## src/rtl/screen_rect_scanner_pkg.sv

```systemverilog
// Shared defaults and scanner state encodings for the screen rectangle scanner.
package screen_rect_scanner_pkg;

  localparam int unsigned DEF_WIDTH        = 8;
  localparam int unsigned DEF_COLOUR_WIDTH = 3;
  localparam int unsigned DEF_SCREEN_W     = 160;
  localparam int unsigned DEF_SCREEN_H     = 120;
  localparam int unsigned DEF_ADDR_WIDTH   = 15;

  typedef enum logic [1:0] {
    S_IDLE  = 2'd0,
    S_READ  = 2'd1,
    S_WRITE = 2'd2,
    S_DONE  = 2'd3
  } scan_state_t;

endpackage

```

## src/rtl/screen_addr_calc.sv

```systemverilog
// Framebuffer address y*SCREEN_W+x for an unwrapped coordinate, plus off-screen clip flag.
module screen_addr_calc
  import screen_rect_scanner_pkg::*;
#(
  parameter int unsigned COORD_W    = DEF_WIDTH + 1,
  parameter int unsigned SCREEN_W   = DEF_SCREEN_W,
  parameter int unsigned SCREEN_H   = DEF_SCREEN_H,
  parameter int unsigned ADDR_WIDTH = DEF_ADDR_WIDTH
) (
  input  logic [COORD_W-1:0]    x,
  input  logic [COORD_W-1:0]    y,
  output logic [ADDR_WIDTH-1:0] addr_c,
  output logic                  clip_c
);

  always_comb begin
    clip_c = (32'(x) >= SCREEN_W) || (32'(y) >= SCREEN_H);
    addr_c = ADDR_WIDTH'(32'(y) * SCREEN_W + 32'(x));
  end

endmodule

```

## src/rtl/screen_rect_scanner.sv

```systemverilog
// Raster-scans a bounding box, presents each pixel's stored colour and writes back the caller's colour.
// Build option SCREEN_SKIP_UNCHANGED_EN suppresses writes whose colour equals the stored one.
module screen_rect_scanner
  import screen_rect_scanner_pkg::*;
#(
  parameter int unsigned WIDTH        = DEF_WIDTH,
  parameter int unsigned COLOUR_WIDTH = DEF_COLOUR_WIDTH,
  parameter int unsigned SCREEN_W     = DEF_SCREEN_W,
  parameter int unsigned SCREEN_H     = DEF_SCREEN_H,
  parameter int unsigned ADDR_WIDTH   = DEF_ADDR_WIDTH
) (
  input  logic                    clock,
  input  logic                    reset,
  input  logic                    screen_start,
  input  logic [COLOUR_WIDTH-1:0] new_screen_colour,
  input  logic [WIDTH-1:0]        screen_x_min,
  input  logic [WIDTH-1:0]        screen_y_min,
  input  logic [WIDTH-1:0]        screen_x_range,
  input  logic [WIDTH-1:0]        screen_y_range,
  output logic [WIDTH-1:0]        screen_x,
  output logic [WIDTH-1:0]        screen_y,
  output logic [COLOUR_WIDTH-1:0] old_screen_colour,
  output logic                    screen_done,
  output logic [ADDR_WIDTH-1:0]   mem_addr,
  input  logic [COLOUR_WIDTH-1:0] mem_rdata,
  output logic [COLOUR_WIDTH-1:0] mem_wdata,
  output logic                    mem_we
);

  localparam int unsigned CW = WIDTH + 1;

  scan_state_t state, state_nxt;

  logic [CW-1:0]         x_min_q, end_x, end_y;
  logic [CW-1:0]         cur_x, cur_y;
  logic [CW-1:0]         nxt_x, nxt_y;
  logic                  load_pixel;
  logic                  last_pixel;
  logic                  clip_q;
  logic [ADDR_WIDTH-1:0] addr_q;
  logic                  done_q;
  logic [ADDR_WIDTH-1:0] calc_addr;
  logic                  calc_clip;

  // Address/clip evaluated for the pixel about to be loaded, then registered
  screen_addr_calc #(
    .COORD_W   (CW),
    .SCREEN_W  (SCREEN_W),
    .SCREEN_H  (SCREEN_H),
    .ADDR_WIDTH(ADDR_WIDTH)
  ) u_addr_calc (
    .x     (nxt_x),
    .y     (nxt_y),
    .addr_c(calc_addr),
    .clip_c(calc_clip)
  );

  assign last_pixel  = (cur_x == end_x) && (cur_y == end_y);
  assign screen_x    = cur_x[WIDTH-1:0];
  assign screen_y    = cur_y[WIDTH-1:0];
  assign mem_addr    = addr_q;
  assign screen_done = done_q;

  always_ff @(posedge clock) begin
    if (reset) state <= S_IDLE;
    else       state <= state_nxt;
  end

  // Next state, next pixel and the read-modify-write strobes
  always_comb begin
    state_nxt         = state;
    load_pixel        = 1'b0;
    nxt_x             = cur_x;
    nxt_y             = cur_y;
    old_screen_colour = '0;
    mem_wdata         = '0;
    mem_we            = 1'b0;
    case (state)
      S_IDLE: begin
        if (screen_start) begin
          state_nxt  = S_READ;
          load_pixel = 1'b1;
          nxt_x      = CW'(screen_x_min);
          nxt_y      = CW'(screen_y_min);
        end
      end
      S_READ: state_nxt = S_WRITE;
      S_WRITE: begin
        mem_wdata = new_screen_colour;
        if (!clip_q) begin
          old_screen_colour = mem_rdata;
          mem_we            = !reset;
`ifdef SCREEN_SKIP_UNCHANGED_EN
          if (new_screen_colour == mem_rdata) mem_we = 1'b0;
`endif
        end
        if (last_pixel) begin
          state_nxt = S_DONE;
        end else begin
          state_nxt  = S_READ;
          load_pixel = 1'b1;
          if (cur_x == end_x) begin
            nxt_x = x_min_q;
            nxt_y = cur_y + CW'(1);
          end else begin
            nxt_x = cur_x + CW'(1);
          end
        end
      end
      S_DONE:  state_nxt = S_IDLE;
      default: state_nxt = S_IDLE;
    endcase
  end

  // Box bounds are one bit wider than the inputs so end never wraps
  always_ff @(posedge clock) begin
    if (reset) begin
      x_min_q <= '0;
      end_x   <= '0;
      end_y   <= '0;
      cur_x   <= '0;
      cur_y   <= '0;
      clip_q  <= 1'b0;
      addr_q  <= '0;
      done_q  <= 1'b0;
    end else begin
      done_q <= (state_nxt == S_DONE);
      if (state == S_IDLE && screen_start) begin
        x_min_q <= CW'(screen_x_min);
        end_x   <= CW'(screen_x_min) + CW'(screen_x_range);
        end_y   <= CW'(screen_y_min) + CW'(screen_y_range);
      end
      if (load_pixel) begin
        cur_x  <= nxt_x;
        cur_y  <= nxt_y;
        clip_q <= calc_clip;
        addr_q <= calc_clip ? '0 : calc_addr;
      end
    end
  end

endmodule

```

## config.mk

```make
export PLATFORM = sky130hd
export DESIGN_NAME = screen_rect_scanner
export DESIGN_NICKNAME = d
export VERILOG_FILES = /design/src/rtl/screen_rect_scanner_pkg.sv /design/src/rtl/screen_addr_calc.sv /design/src/rtl/screen_rect_scanner.sv
export SDC_FILE = /design/constraint.sdc
export NUM_CORES = 1
export LEC_CHECK = 0
export CAP_MARGIN = 40
export CORE_MARGIN = 3
export CORE_UTILIZATION = 54
export DETAILED_ROUTE_END_ITERATION = 10
export PLACE_DENSITY = 0.79
export SYNTH_ARGS = -nofsm -noshare
export SYNTH_HDL_FRONTEND = slang
export SYNTH_SLANG_ARGS = --single-unit
export TNS_END_PERCENT = 5
```

## constraint.sdc

```tcl
create_clock -name clock -period 5.9 [get_ports clock]
set_input_delay 1.18 -clock clock [delete_from_list [all_inputs] [get_ports clock]]
set_output_delay 1.18 -clock clock [all_outputs]
set_load 0.02 [all_outputs]
```

==> results.toml <==
# physical design summary
[run_status]
outcome = "finished, final reports clean"

[finish]
comb_share_pct = 53.4
num-nonclk-inverters = 29
mi_logic_area_um2 = 2920
lay_top_count = "clkdlybuf4s50_1"
largest_reg_flops = 15
nFillCells = 695
buffers = 87
buf_share_pct = 15.7

[cts]
cts_buffers = 9
clockBufferDepth = 2
post_cts_resize_count = 0
cts_setup_buffers = 0
htreeDepth = 3

[worst_setup_path]
arrival_ps = 5550
slowest_stage = "clkdlybuf4s50_1"
critPathMaxFanout = 7
max_stage_delay_ps = 650
crit_chain = "clkdlybuf4s50_1 -> nor2_1 -> nor2_1 -> o21ai_0 -> a222oi_1 -> inv_1 -> ha_1 -> ha_1 -> inv_1 -> fa_1 -> nor2b_1 -> o21a_1 -> o21ai_0 -> mux2i_1 -> a2111oi_0 -> xor2_1 -> xor2_1 -> a32o_1"
rrSetupSlack_ps = 780
cp-startpoint = "screen_start"

[synth]
synth_warnings = 0
ys_sh_adder_pct = 11.3
synthTopCellsByCount = "nand2_1 (64), dfxtp_1 (63), a21oi_1 (47), ha_1 (35), nor2_1 (34)"
synth.area.mux_share_pct = 1.59
ys_sh_aoi_pct = 21.5
postSynth.asyncResetShare_pct = 0
numSynthFlops = 63
ys_types = 73

[grt]
busiest_layer = "met2"
grt_max_degree = 41
antenna_found_initial = 0

[floorplan]
die_h_um = 97.9
rows = 32

[placed_design]
portBuffers = 79
place_area_um2 = 5280
place.gp.congestion = 0.975

[final_timing]
setup-tns-final_ps = 0
setup_ws_ps = 591
timing.final.crit_share_pct = 90.0

[min_path]
holdPathStages = 2

[power]
p_switching_uw = 531
p_seq_share_pct = 35.8
internal_power_uw = 905
p_per_area_nw_per_um2 = 262

[detailed_routing]
wirelength_um = 12600
drt_iter0_drc = 321
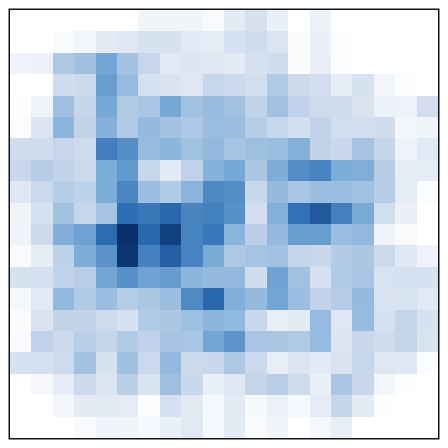
route_heat.png
20 x 20 tiles, from white (low) to dark blue (high), scaled to the fullest tile. Values are wire area over tile area, all layers added.
fullest tile = 0.85
emptiest ninth of the die = north-east
densest ninth of the die = center
tiles over half the peak = 12%
nearly empty tiles = 13%

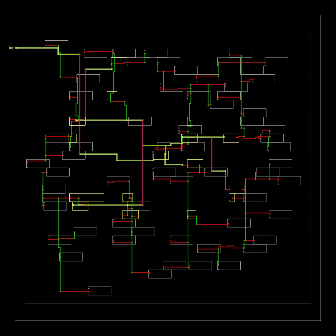
clock_nets.png
# clk buffers: 9
Late-Pin Clk Latency: 350 ps
Post-Route Skew: 8.19 ps
Power Clock: 381 uW
Flops: 63

Power figures rest on the tool's default switching activity, not on a simulated workload.
